### src/rtl/pipe_ctrl_pkg.sv
// rtl/pipe_ctrl_pkg.sv - shared types and stall-cause priority for the pipeline sequencer
package pipe_ctrl_pkg;

    localparam int REG_W = 4;

    typedef enum logic [1:0] {
        MA_IDLE,
        MA_WAIT,
        MA_ERR
    } ma_state_e;

    typedef enum logic [2:0] {
        CAUSE_NONE,
        CAUSE_HAZARD,
        CAUSE_BRANCH,
        CAUSE_MEM,
        CAUSE_ERR
    } stall_cause_e;

    // Highest-priority event wins: a dead memory beats everything, a frozen MA beats a flush.
    function automatic stall_cause_e stall_cause(
        input logic err,
        input logic mem_stall,
        input logic branch,
        input logic hazard
    );
        if (err) begin
            return CAUSE_ERR;
        end else if (mem_stall) begin
            return CAUSE_MEM;
        end else if (branch) begin
            return CAUSE_BRANCH;
        end else if (hazard) begin
            return CAUSE_HAZARD;
        end
        return CAUSE_NONE;
    endfunction

endpackage

### src/rtl/pipe_hazard_detect.sv
// rtl/pipe_hazard_detect.sv - OF-source versus EX/MA/WB-destination comparator for RAW hazards
module pipe_hazard_detect
    import pipe_ctrl_pkg::*;
#(
    parameter int unsigned FWD_EN = 0
) (
    input  logic [REG_W-1:0] of_src1,
    input  logic [REG_W-1:0] of_src2,
    input  logic             of_use1,
    input  logic             of_use2,
    input  logic             ex_valid,
    input  logic             ex_is_wb,
    input  logic             ex_is_ld,
    input  logic [REG_W-1:0] ex_rd,
    input  logic             ma_valid,
    input  logic             ma_is_wb,
    input  logic [REG_W-1:0] ma_rd,
    input  logic             wb_valid,
    input  logic             wb_is_wb,
    input  logic [REG_W-1:0] wb_rd,
    output logic             hazard
);

    function automatic logic stage_hit(
        input logic             use1,
        input logic [REG_W-1:0] src1,
        input logic             use2,
        input logic [REG_W-1:0] src2,
        input logic             valid,
        input logic             is_wb,
        input logic [REG_W-1:0] rd
    );
        return valid & is_wb & ((use1 & (rd == src1)) | (use2 & (rd == src2)));
    endfunction

    logic ex_hit;
    logic ma_hit;
    logic wb_hit;

    always_comb begin
        ex_hit = stage_hit(of_use1, of_src1, of_use2, of_src2, ex_valid, ex_is_wb, ex_rd);
        ma_hit = stage_hit(of_use1, of_src1, of_use2, of_src2, ma_valid, ma_is_wb, ma_rd);
        wb_hit = stage_hit(of_use1, of_src1, of_use2, of_src2, wb_valid, wb_is_wb, wb_rd);
        // With bypass paths only a load still in EX cannot supply its result in time.
        if (FWD_EN != 0) begin
            hazard = ex_hit & ex_is_ld;
        end else begin
            hazard = ex_hit | ma_hit | wb_hit;
        end
    end

endmodule

### src/rtl/pipe_hazard_ctrl.sv
// rtl/pipe_hazard_ctrl.sv - 5-stage pipeline sequencer: latch enables, bubbles, MA memory FSM, stall counter
module pipe_hazard_ctrl
    import pipe_ctrl_pkg::*;
#(
    parameter int unsigned MEM_TIMEOUT = 15,
    parameter int unsigned FWD_EN      = 0
) (
    input  logic             Clk,
    input  logic             Rst_n,
    input  logic [REG_W-1:0] Of_Src1,
    input  logic [REG_W-1:0] Of_Src2,
    input  logic             Of_Use1,
    input  logic             Of_Use2,
    input  logic             Ex_Valid,
    input  logic             Ma_Valid,
    input  logic             Wb_Valid,
    input  logic [REG_W-1:0] Ex_Rd,
    input  logic [REG_W-1:0] Ma_Rd,
    input  logic [REG_W-1:0] Wb_Rd,
    input  logic             Ex_IsWb,
    input  logic             Ma_IsWb,
    input  logic             Wb_IsWb,
    input  logic             Ex_IsLd,
    input  logic             Ex_BranchTaken,
    input  logic             Ma_IsLd,
    input  logic             Ma_IsSt,
    input  logic             Mem_Ready,
    output logic             Mem_Req,
    output logic             Pc_En,
    output logic             IfOf_En,
    output logic             OfEx_En,
    output logic             ExMa_En,
    output logic             MaWb_En,
    output logic             Pc_Sel,
    output logic             IfOf_Bubble,
    output logic             OfEx_Bubble,
    output logic             MaWb_Bubble,
    output logic             Mem_Err,
    output logic [15:0]      Stall_Cycles
);

    localparam logic [7:0] TIMEOUT_CNT = 8'(MEM_TIMEOUT);

    ma_state_e    state_q, state_d;
    logic [7:0]   wait_cnt_q, wait_cnt_d;
    logic [15:0]  stall_cnt_q, stall_cnt_d;

    logic         hazard;
    logic         mem_op;
    logic         mem_busy;
    logic         mem_stall;
    logic         branch;
    stall_cause_e cause;

    pipe_hazard_detect #(
        .FWD_EN (FWD_EN)
    ) u_detect (
        .of_src1  (Of_Src1),
        .of_src2  (Of_Src2),
        .of_use1  (Of_Use1),
        .of_use2  (Of_Use2),
        .ex_valid (Ex_Valid),
        .ex_is_wb (Ex_IsWb),
        .ex_is_ld (Ex_IsLd),
        .ex_rd    (Ex_Rd),
        .ma_valid (Ma_Valid),
        .ma_is_wb (Ma_IsWb),
        .ma_rd    (Ma_Rd),
        .wb_valid (Wb_Valid),
        .wb_is_wb (Wb_IsWb),
        .wb_rd    (Wb_Rd),
        .hazard   (hazard)
    );

    always_comb begin
        mem_op    = Ma_Valid & (Ma_IsLd | Ma_IsSt);
        // Once waiting, MA is frozen, so the access stays in flight until Mem_Ready.
        mem_busy  = ((state_q == MA_IDLE) & mem_op) | (state_q == MA_WAIT);
        mem_stall = mem_busy & ~Mem_Ready;
        branch    = Ex_Valid & Ex_BranchTaken;
        cause     = stall_cause(state_q == MA_ERR, mem_stall, branch, hazard);
    end

    always_comb begin
        state_d    = state_q;
        wait_cnt_d = wait_cnt_q;
        case (state_q)
            MA_IDLE: begin
                if (mem_op & ~Mem_Ready) begin
                    state_d    = MA_WAIT;
                    wait_cnt_d = 8'd1;
                end
            end
            MA_WAIT: begin
                if (Mem_Ready) begin
                    state_d    = MA_IDLE;
                    wait_cnt_d = 8'd0;
                end else if (wait_cnt_q == TIMEOUT_CNT) begin
                    state_d = MA_ERR;
                end else begin
                    wait_cnt_d = wait_cnt_q + 8'd1;
                end
            end
            MA_ERR: begin
                state_d = MA_ERR;
            end
            default: begin
                state_d    = MA_IDLE;
                wait_cnt_d = 8'd0;
            end
        endcase
    end

    always_comb begin
        Mem_Req     = mem_busy;
        Pc_En       = 1'b1;
        IfOf_En     = 1'b1;
        OfEx_En     = 1'b1;
        ExMa_En     = 1'b1;
        MaWb_En     = 1'b1;
        Pc_Sel      = 1'b0;
        IfOf_Bubble = 1'b0;
        OfEx_Bubble = 1'b0;
        MaWb_Bubble = 1'b0;
        case (cause)
            CAUSE_ERR: begin
                Mem_Req     = 1'b0;
                Pc_En       = 1'b0;
                IfOf_En     = 1'b0;
                OfEx_En     = 1'b0;
                ExMa_En     = 1'b0;
                MaWb_En     = 1'b0;
                IfOf_Bubble = 1'b1;
                OfEx_Bubble = 1'b1;
                MaWb_Bubble = 1'b1;
            end
            CAUSE_MEM: begin
                // WB still advances, but only with a NOP so no instruction retires twice.
                Pc_En       = 1'b0;
                IfOf_En     = 1'b0;
                OfEx_En     = 1'b0;
                ExMa_En     = 1'b0;
                MaWb_Bubble = 1'b1;
            end
            CAUSE_BRANCH: begin
                Pc_Sel      = 1'b1;
                IfOf_Bubble = 1'b1;
                OfEx_Bubble = 1'b1;
            end
            CAUSE_HAZARD: begin
                Pc_En       = 1'b0;
                IfOf_En     = 1'b0;
                OfEx_Bubble = 1'b1;
            end
            default: begin
                Pc_Sel = 1'b0;
            end
        endcase
        if (!Rst_n) begin
            Mem_Req     = 1'b0;
            Pc_En       = 1'b0;
            IfOf_En     = 1'b0;
            OfEx_En     = 1'b0;
            ExMa_En     = 1'b0;
            MaWb_En     = 1'b0;
            Pc_Sel      = 1'b0;
            IfOf_Bubble = 1'b1;
            OfEx_Bubble = 1'b1;
            MaWb_Bubble = 1'b1;
        end
    end

    always_comb begin
        stall_cnt_d = stall_cnt_q;
        if (!Pc_En && (stall_cnt_q != 16'hFFFF)) begin
            stall_cnt_d = stall_cnt_q + 16'd1;
        end
    end

    always_ff @(posedge Clk) begin
        if (!Rst_n) begin
            state_q     <= MA_IDLE;
            wait_cnt_q  <= 8'd0;
            stall_cnt_q <= 16'd0;
        end else begin
            state_q     <= state_d;
            wait_cnt_q  <= wait_cnt_d;
            stall_cnt_q <= stall_cnt_d;
        end
    end

    assign Mem_Err      = (state_q == MA_ERR);
    assign Stall_Cycles = stall_cnt_q;

endmodule

### config.mk
export PLATFORM = sky130hd
export DESIGN_NAME = pipe_hazard_ctrl
export DESIGN_NICKNAME = d
export VERILOG_FILES = /design/src/rtl/pipe_ctrl_pkg.sv /design/src/rtl/pipe_hazard_detect.sv /design/src/rtl/pipe_hazard_ctrl.sv
export SDC_FILE = /design/constraint.sdc
export NUM_CORES = 1
export LEC_CHECK = 0
export ABC_AREA = 1
export CORE_UTILIZATION = 42
export CTS_CLUSTER_SIZE = 20
export DETAILED_ROUTE_END_ITERATION = 6
export GPL_ROUTABILITY_DRIVEN = 0
export PLACE_DENSITY_LB_ADDON = 0.1
export SYNTH_ARGS = -nofsm -noshare
export SYNTH_HDL_FRONTEND = slang
export SYNTH_SLANG_ARGS = --single-unit
### constraint.sdc
create_clock -name Clk -period 2.2 [get_ports Clk]
set_input_delay 0.55 -clock Clk [delete_from_list [all_inputs] [get_ports Clk]]
set_output_delay 0.55 -clock Clk [all_outputs]
set_load 0.03 [all_outputs]
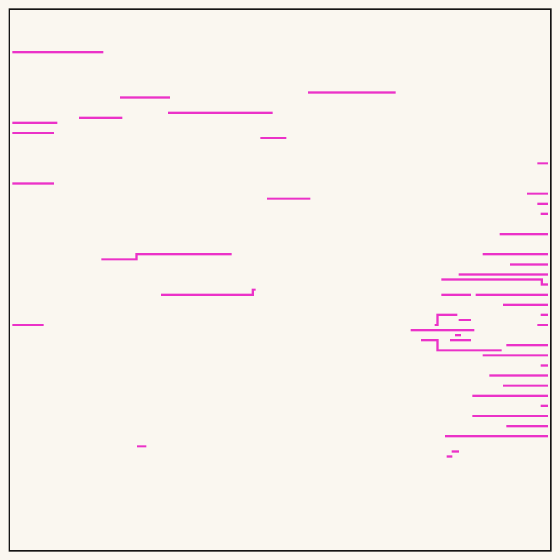
*M3 wires*
longest straight run = 13.8 um
main direction = horizontal

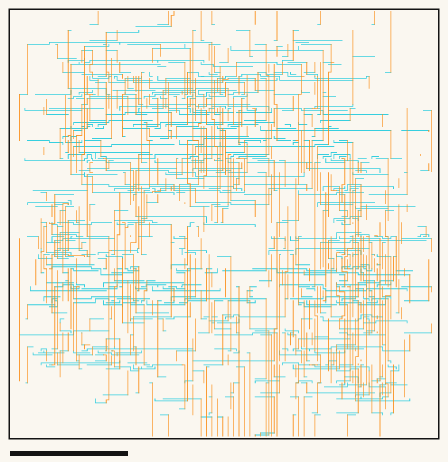
*Signal wires by layer*
Bar = 20 um. Only two layers are drawn.
metal 2 -> orange  # wire length 2,730 um
metal 1 -> cyan  # wire length 2,580 um
GRT Util Overall: 0.215
average routed wire per standard cell: 11.9 um

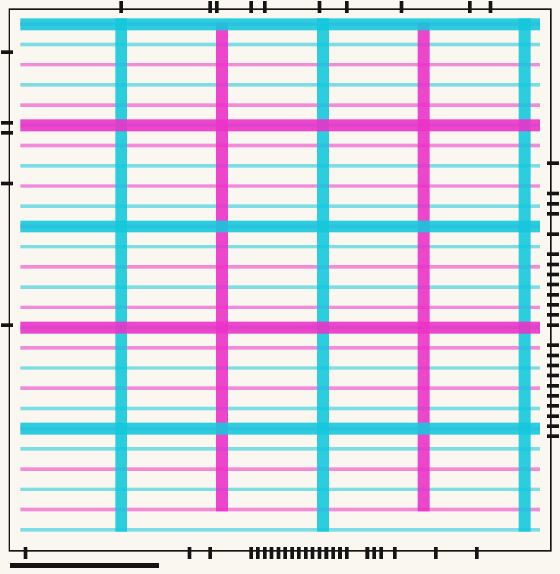
*Supply network*
Bar = 20 um. Pins as bars on the die edge.
VSS -> cyan
VDD -> magenta
met4 straps = 5
rows = 25
signal pins = 62

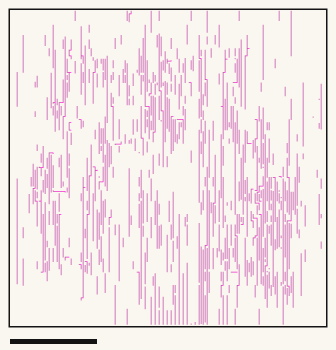
*Signal wires on met2*
Bar = 20 um.
share of all routed wire = 48%
nets with wire on the layer = 365
longest straight run = 27.7 um
wire length on this layer = 2,730 um

==> flow_summary.yaml <==
# implementation run metrics
setup_path:
  endpoint_kind: "output port"
  start_kind: "input pin"
  arrival_ps: 1640
  crit_fanout: 3
final_timing:
  finalClockPeriodUsage: 0.996
  slew_violations: 0
  tightest_slew_ps: 511
  clock_skew_ps: 9.99
  hold_viol_final: 0
  min_period_ps: 2190
run_status:
  run_status: "finished clean"
synthesis:
  avgSynthCellArea_sq_um: 6.35
  top_cells_by_count: "nand2_1 (84), inv_1 (38), nor2_1 (37), nand3_1 (32), dfxtp_1 (26)"
  synth-main-ff-cell: "dfxtp_1"
  top_cell: "nand2_1"
  syn_inst: 330
  ys_warn_count: 0
grt:
  grt_pass1_vias: 2063
detailed_routing:
  ant_nets: 0
  drt_pass1_iterations: 4
clock_tree:
  clock.latency.late_pin_ps: 270
power:
  power_leakage_nw: 1.34
## metal layers
layer,share of wire,track usage,routed length [um],vias up
li1,-,-,-,1206
met1,0.46,0.283,2580,1061
met2,0.48,0.370,2730,59
met3,0.049,0.0304,278,6
met4,0.010,0.0523,59,0
met5,0,0,0,-
## worst max-delay path: stages
cell and delay (ps):
buf_6 100, inv_1 80, nand2_1 60, nand2_1 50
nor2_1 50, nand3b_1 90, nand2_1 70, nand2_2 70
nand2_2 60, o21bai_4 150, buf_6 120, nand3_2 50
buf_6 140
## area by class of cell
class | instances | area (sq um)
inverters | 49 | 213
well taps | 67 | 83.8
flip-flops and latches | 26 | 520
fillers | 459 | 1690
clock buffers | 4 | 55.1
repair buffers | 82 | 757
multi-input cells | 248 | 1440
## sequential cells by signal, indices dropped and copies added (netlist names)
name and flops:
Stall_Cycles 16, wait_cnt_q 8, state_q 2
## timing repair
| action | 4_1_cts | 5_1_grt |
|---|---|---|
| pin swaps | 31 | 33 |
| setup buffers | 1 | 0 |
| setup endpoints to repair | 25 | 8 |
| gates resized | 136 | 68 |
## cell usage in the layout, fill, tap and decap left out, types with 3 or more instances in the layout
| cell type | count |
|---|---|
| buf_6 | 16 |
| inv_2 | 11 |
| buf_8 | 4 |
| nand4_1 | 3 |
| inv_4 | 8 |
| nand2_4 | 4 |
| nor3_1 | 7 |
| buf_4 | 29 |
| nor2_2 | 4 |
| nand2_1 | 62 |
| o21ai_0 | 3 |
| clkbuf_8 | 4 |
| nand2_2 | 33 |
| dfxtp_1 | 26 |
| a21oi_1 | 16 |
| dlygate4sd2_1 | 7 |
| a21oi_2 | 12 |
| nor2_1 | 32 |
| nand3_1 | 30 |
| clkdlybuf4s50_1 | 17 |
| o21ai_1 | 3 |
| xnor2_1 | 10 |
| inv_1 | 27 |
| buf_2 | 5 |
| xor2_1 | 9 |
| nor4_1 | 3 |
## logic make-up after synthesis
group                      count (synthesis)  synth area share
buffers and inverters                     56             0.124
DFF                                       26             0.248
adders and majority gates                  2            0.0119
xor gates and xnor gates                  20            0.0836
and+or+nand+nor                          186             0.404
AOI/OAI and AO/OA                         40             0.129
## where the power goes
part / switching (mW) / internal (mW)
combinational: 0.548 / 0.432
sequential: 0.0450 / 0.513
clock: 0.153 / 0.160
## final timing paths
kind / startpoint / endpoint / slack, ps / cells after the start
setup / recovery: Ex_Rd[0] / OfEx_Bubble / 8 / 13
hold / removal: wait_cnt_q[1]$_SDFFE_PN0P_ / wait_cnt_q[1]$_SDFFE_PN0P_ / 500 / 2
setup reg to reg: Stall_Cycles[0]$_SDFFE_PN0P_ / Stall_Cycles[14]$_SDFFE_PN0P_ / 380 / 7
hold reg to reg: wait_cnt_q[1]$_SDFFE_PN0P_ / wait_cnt_q[1]$_SDFFE_PN0P_ / 500 / 2
## per-stage QoR
step	instance area (sq um)	TNS [ps]	std cells	utilization	hold WS, ps
final	3070	0	476	0.645	496
after global routing	3070	-150	476	0.645	525
after CTS	2910	0	476	0.613	491
after detailed placement	2890	-10200	471	0.608	477
after global placement	2890	-9050	471	0.608	468
after floorplan	2150	-85.9	330	-	456
Power and IR drop assume default switching activity.
